### src/rtl/vga_scan.sv
// vga_scan: raster scan generator and framebuffer fetch stage for the
// 640x480@60 Hz display path. Owns the h/v fetch counters, issues linear
// framebuffer reads, and delays position/sync/flags by FB_LATENCY cycles so
// they line up with the returned fb_rdata.
//
// Ports:
//   clk_25MHz    pixel clock
//   rst          asynchronous active-low reset
//   scan_en      scan enable; start from park, or stop at frame end
//   pattern_sel  (VGA_PATTERN_EN only) replace framebuffer data by colour bars
//   fb_rd_en     framebuffer read strobe (fetch timing)
//   fb_addr      framebuffer word address, linear row-major (fetch timing)
//   fb_rdata     framebuffer data, FB_LATENCY cycles after fb_rd_en
//   vga_row      aligned horizontal position
//   vga_col      aligned vertical position
//   vga_data     aligned pixel data, 0 outside the visible area
//   vga_hsync    aligned horizontal sync, active-low
//   vga_vsync    aligned vertical sync, active-low
//   vga_active   aligned visible-area flag
//   frame_start  one-cycle pulse on the aligned (0,0) pixel
//
// Optional feature macro: VGA_PATTERN_EN (adds pattern_sel and the 8-bar
// test pattern). Without it vga_data always comes from the framebuffer.

`ifndef VGA_ROW_BUS
`define VGA_ROW_BUS [9:0]
`endif
`ifndef VGA_COL_BUS
`define VGA_COL_BUS [9:0]
`endif
`ifndef VGA_DATA_BUS
`define VGA_DATA_BUS [11:0]
`endif

module vga_scan #(
    parameter int unsigned H_VISIBLE  = 640,
    parameter int unsigned H_FRONT    = 16,
    parameter int unsigned H_SYNC     = 96,
    parameter int unsigned H_BACK     = 48,
    parameter int unsigned V_VISIBLE  = 480,
    parameter int unsigned V_FRONT    = 10,
    parameter int unsigned V_SYNC     = 2,
    parameter int unsigned V_BACK     = 33,
    parameter int unsigned FB_LATENCY = 2
) (
    input  logic                 clk_25MHz,
    input  logic                 rst,
    input  logic                 scan_en,
`ifdef VGA_PATTERN_EN
    input  logic                 pattern_sel,
`endif
    output logic                 fb_rd_en,
    output logic [18:0]          fb_addr,
    input  logic `VGA_DATA_BUS   fb_rdata,
    output logic `VGA_ROW_BUS    vga_row,
    output logic `VGA_COL_BUS    vga_col,
    output logic `VGA_DATA_BUS   vga_data,
    output logic                 vga_hsync,
    output logic                 vga_vsync,
    output logic                 vga_active,
    output logic                 frame_start
);

    localparam int unsigned H_TOTAL  = H_VISIBLE + H_FRONT + H_SYNC + H_BACK;
    localparam int unsigned V_TOTAL  = V_VISIBLE + V_FRONT + V_SYNC + V_BACK;
    localparam int unsigned HW       = $clog2(H_TOTAL);
    localparam int unsigned VW       = $clog2(V_TOTAL);
    localparam int unsigned HS_FIRST = H_VISIBLE + H_FRONT;
    localparam int unsigned HS_LAST  = HS_FIRST + H_SYNC - 1;
    localparam int unsigned VS_FIRST = V_VISIBLE + V_FRONT;
    localparam int unsigned VS_LAST  = VS_FIRST + V_SYNC - 1;
    localparam int unsigned LAST     = FB_LATENCY - 1;

    typedef logic `VGA_ROW_BUS  row_t;
    typedef logic `VGA_COL_BUS  col_t;
    typedef logic `VGA_DATA_BUS data_t;

    typedef enum logic {
        PARK = 1'b0,
        RUN  = 1'b1
    } state_t;

    // One pixel's worth of position and decoded timing, carried down the delay line.
    typedef struct packed {
        row_t row;
        col_t col;
        logic active;
        logic hsync;
        logic vsync;
        logic first;
    } pix_t;

    localparam pix_t PIX_BLANK = '{row: '0, col: '0, active: 1'b0,
                                   hsync: 1'b1, vsync: 1'b1, first: 1'b0};

    state_t            state, state_nxt;
    logic [HW-1:0]     h, h_nxt;
    logic [VW-1:0]     v, v_nxt;
    logic [18:0]       addr_nxt;
    logic              rd_en_nxt;
    logic              frame_end_c;
    logic              pat_c;
    pix_t              fetch_c;
    pix_t              pipe [FB_LATENCY];

`ifdef VGA_PATTERN_EN
    assign pat_c = pattern_sel;
`else
    assign pat_c = 1'b0;
`endif

    // Next-state, counter advance, address stepping and fetch-position decode.
    always_comb begin
        state_nxt   = state;
        h_nxt       = h;
        v_nxt       = v;
        addr_nxt    = fb_addr;
        fetch_c     = PIX_BLANK;
        frame_end_c = (h == HW'(H_TOTAL - 1)) && (v == VW'(V_TOTAL - 1));

        case (state)
            PARK: begin
                h_nxt = '0;
                v_nxt = '0;
                if (scan_en) begin
                    state_nxt = RUN;
                end
            end
            RUN: begin
                fetch_c.row    = row_t'(h);
                fetch_c.col    = col_t'(v);
                fetch_c.active = (h < HW'(H_VISIBLE)) && (v < VW'(V_VISIBLE));
                fetch_c.hsync  = !((h >= HW'(HS_FIRST)) && (h <= HW'(HS_LAST)));
                fetch_c.vsync  = !((v >= VW'(VS_FIRST)) && (v <= VW'(VS_LAST)));
                fetch_c.first  = (h == '0) && (v == '0);

                if (h == HW'(H_TOTAL - 1)) begin
                    h_nxt = '0;
                    v_nxt = (v == VW'(V_TOTAL - 1)) ? '0 : v + 1'b1;
                end else begin
                    h_nxt = h + 1'b1;
                end

                // Frame end: address rewinds; stopping is only honoured here.
                if (frame_end_c) begin
                    addr_nxt = '0;
                    if (!scan_en) begin
                        state_nxt = PARK;
                    end
                end else if (fb_rd_en) begin
                    addr_nxt = fb_addr + 1'b1;
                end
            end
            default: begin
                state_nxt = PARK;
            end
        endcase

        // Read strobe registered from the next fetch position so it lines up with h/v.
        rd_en_nxt = (state_nxt == RUN) && (h_nxt < HW'(H_VISIBLE)) &&
                    (v_nxt < VW'(V_VISIBLE)) && !pat_c;
    end

    // State, counters, fetch outputs and the alignment delay line.
    always_ff @(posedge clk_25MHz or negedge rst) begin
        if (!rst) begin
            state    <= PARK;
            h        <= '0;
            v        <= '0;
            fb_addr  <= '0;
            fb_rd_en <= 1'b0;
            for (int i = 0; i < int'(FB_LATENCY); i++) begin
                pipe[i] <= PIX_BLANK;
            end
        end else begin
            state    <= state_nxt;
            h        <= h_nxt;
            v        <= v_nxt;
            fb_addr  <= addr_nxt;
            fb_rd_en <= rd_en_nxt;
            pipe[0]  <= fetch_c;
            for (int i = 1; i < int'(FB_LATENCY); i++) begin
                pipe[i] <= pipe[i-1];
            end
        end
    end

    assign vga_row     = pipe[LAST].row;
    assign vga_col     = pipe[LAST].col;
    assign vga_hsync   = pipe[LAST].hsync;
    assign vga_vsync   = pipe[LAST].vsync;
    assign vga_active  = pipe[LAST].active;
    assign frame_start = pipe[LAST].first;

`ifdef VGA_PATTERN_EN
    logic [2:0] bar_idx_c;
    data_t      bar_c;
    assign bar_idx_c = vga_row[9:7];
    // Each bar index bit drives one colour channel to full scale (R,G,B = bits 2,1,0).
    assign bar_c = data_t'({{4{bar_idx_c[2]}}, {4{bar_idx_c[1]}}, {4{bar_idx_c[0]}}});
`endif

    // fb_rdata arrives in the same cycle as its aligned position, so this mux is combinational.
    always_comb begin
        vga_data = '0;
        if (pipe[LAST].active) begin
            vga_data = fb_rdata;
`ifdef VGA_PATTERN_EN
            if (pattern_sel) begin
                vga_data = bar_c;
            end
`endif
        end
    end

endmodule

### config.mk
export PLATFORM = sky130hd
export DESIGN_NAME = vga_scan
export DESIGN_NICKNAME = d
export VERILOG_FILES = /design/src/rtl/vga_scan.sv
export SDC_FILE = /design/constraint.sdc
export NUM_CORES = 1
export LEC_CHECK = 0
export CAP_MARGIN = 0
export CORE_UTILIZATION = 30
export DETAILED_ROUTE_END_ITERATION = 16
export PLACE_DENSITY_LB_ADDON = 0.08
export RECOVER_POWER = 100
export SLEW_MARGIN = 20
export SYNTH_ARGS = -nofsm -noshare
export SYNTH_HDL_FRONTEND = slang
export SYNTH_SLANG_ARGS = --single-unit
### constraint.sdc
create_clock -name clk_25MHz -period 3 [get_ports clk_25MHz]
set_clock_uncertainty 0.2 [all_clocks]
set_input_delay 0.3 -clock clk_25MHz [delete_from_list [all_inputs] [get_ports clk_25MHz]]
set_output_delay 0.3 -clock clk_25MHz [all_outputs]
set_load 0.05 [all_outputs]
==> GITHUB_STEP_SUMMARY <==
## PnR job results

| Metric | Value |
|---|---|
| Least-Margin Pin Slew | `1.41 ns` |
| Fin area | `4800 um2` |
| Reg clk slew, reported paths | `0.06 ns` |
| Slowest cell on crit path | `or4b_1` |
| DP Cell Count | `553` |
| Worst EP arrival | `2.70 ns` |
| Core Region | `approximately 12,000 um2` |
| Worst IR Drop VDD | `about 0.23 mV` |
| Fraction of area in multi-input gates | `0.268` |
| Fp_density | `0.312` |
| Post-synth top cells | `dfrtp_1 (85), nor2_1 (50), and2_1 (27)` |
| Flop share of the area | `0.465` |
| # hold bufs at CTS | `1` |
| Antenna-violating nets left | `0` |
| Syn_nets | `~360` |
| Startpoint types | `register` |
| Hold EP | `vga_col[3]$_DFF_PN0_` |
| Final nets | `between 400 and 500` |
| Clk root buf | `clkbuf_16` |
| Count leader, synth | `dfrtp_1` |
| Hold Vio Cnt, Final | `0` |
| Hold slack | `0.147 ns` |
| Hold/Removal Path Class | `reg -> reg` |
| Leakage | `2.17 nW` |
| Status | `finished clean` |
| Critical hold path startpoint | `pipe[31]$_DFF_PN0_` |
| Reg2reg start | `h[5]$_DFF_PN0_` |
| RSZ-0062 raised after global routing | `no` |
[power breakdown]
part	switching, W	leakage, nW	internal [W]
combinational	0.0000596	0.887	0.0000333
clock	0.000458	0.135	0.000581
sequential	0	1.15	0.00120
[metal layers]
| metal | up-vias | part of all wire | wire, um | track usage |
|---|---|---|---|---|
| met3 | 10 | 0.053 | 405 | 0.0344 |
| met2 | 67 | 0.44 | 3370 | 0.189 |
| met4 | 0 | 0.017 | 133 | 0.0658 |
| met1 | 1210 | 0.49 | 3780 | 0.175 |
| met5 | - | 0 | 0 | 0 |
| li1 | 1237 | - | - | - |
[logic make-up (layout without fill, tap and decap cells)]
logic type	count (synthesis)	count (layout)	synth area share
AOI/OAI and AO/OA	23	23	0.0381
muxes	2	2	0.00564
DFF	89	89	0.592
buffers and inverters	41	104	0.0660
xor gates and xnor gates	29	29	0.0673
adders and majority gates	5	5	0.0166
and+or+nand+nor	150	150	0.215
[worst register-to-register path, stage by stage (launching register included)]
cell	delay (ns)
dfrtp_1	0.46
or4b_1	0.61
or3_1	0.60
or4_1	0.54
a21oi_1	0.16
[worst max path at each step]
stage	to	slack, ns	cells after the start
3_5_place_dp	v[4]$_DFFE_PN0P_	0.40	4
4_1_cts	v[4]$_DFFE_PN0P_	0.38	4
6_report	v[4]$_DFFE_PN0P_	0.35	4
5_1_grt	fb_addr[0]$_DFFE_PN0P_	0.14	5
2_1_floorplan	fb_addr[15]$_DFFE_PN0P_	0.62	7
3_3_place_gp	v[4]$_DFFE_PN0P_	0.42	4
[sequential cells by signal (all words and copies together) (netlist names)]
name         flops
vga_hsync        1
fb_rd_en         1
h               10
vga_active       1
vga_col         10
v               10
pipe            24
vga_vsync        1
frame_start      1
fb_addr         19
vga_row         10
state            1
Figure 1. Where the registers sit.
Bar = 20 um.
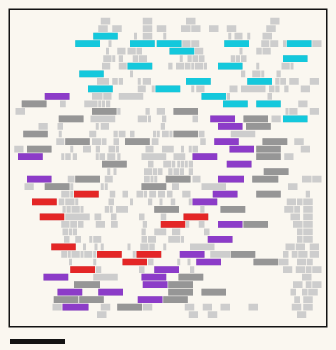
legend:
  fb_addr:
    colour: cyan
    placed_flops: 19
  h:
    colour: red
    placed_flops: 10
  pipe:
    colour: purple
    placed_flops: 24

Figure 2. Drive-strength map.
Bar = 20 um.
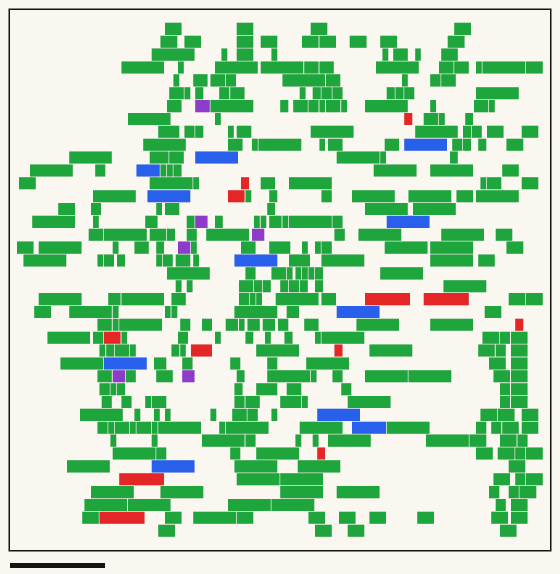
legend:
  drive 3 to 4:
    colour: purple
    cells: 6
    share: 1.5%
    most_used: buf_4
  drive 6 and up:
    colour: blue
    cells: 11
    share: 2.7%
    most_used: clkbuf_16
  drive 1 or less:
    colour: green
    cells: 373
    share: 93%
    most_used: dfrtp_1
  drive 2:
    colour: red
    cells: 12
    share: 3.0%
    most_used: dfstp_2
Setup WS post-layout: 0.353 ns
Non-clk bufs: 79
area grow syn2layout: 27.3%

Power is estimated from default activity; no workload was simulated.
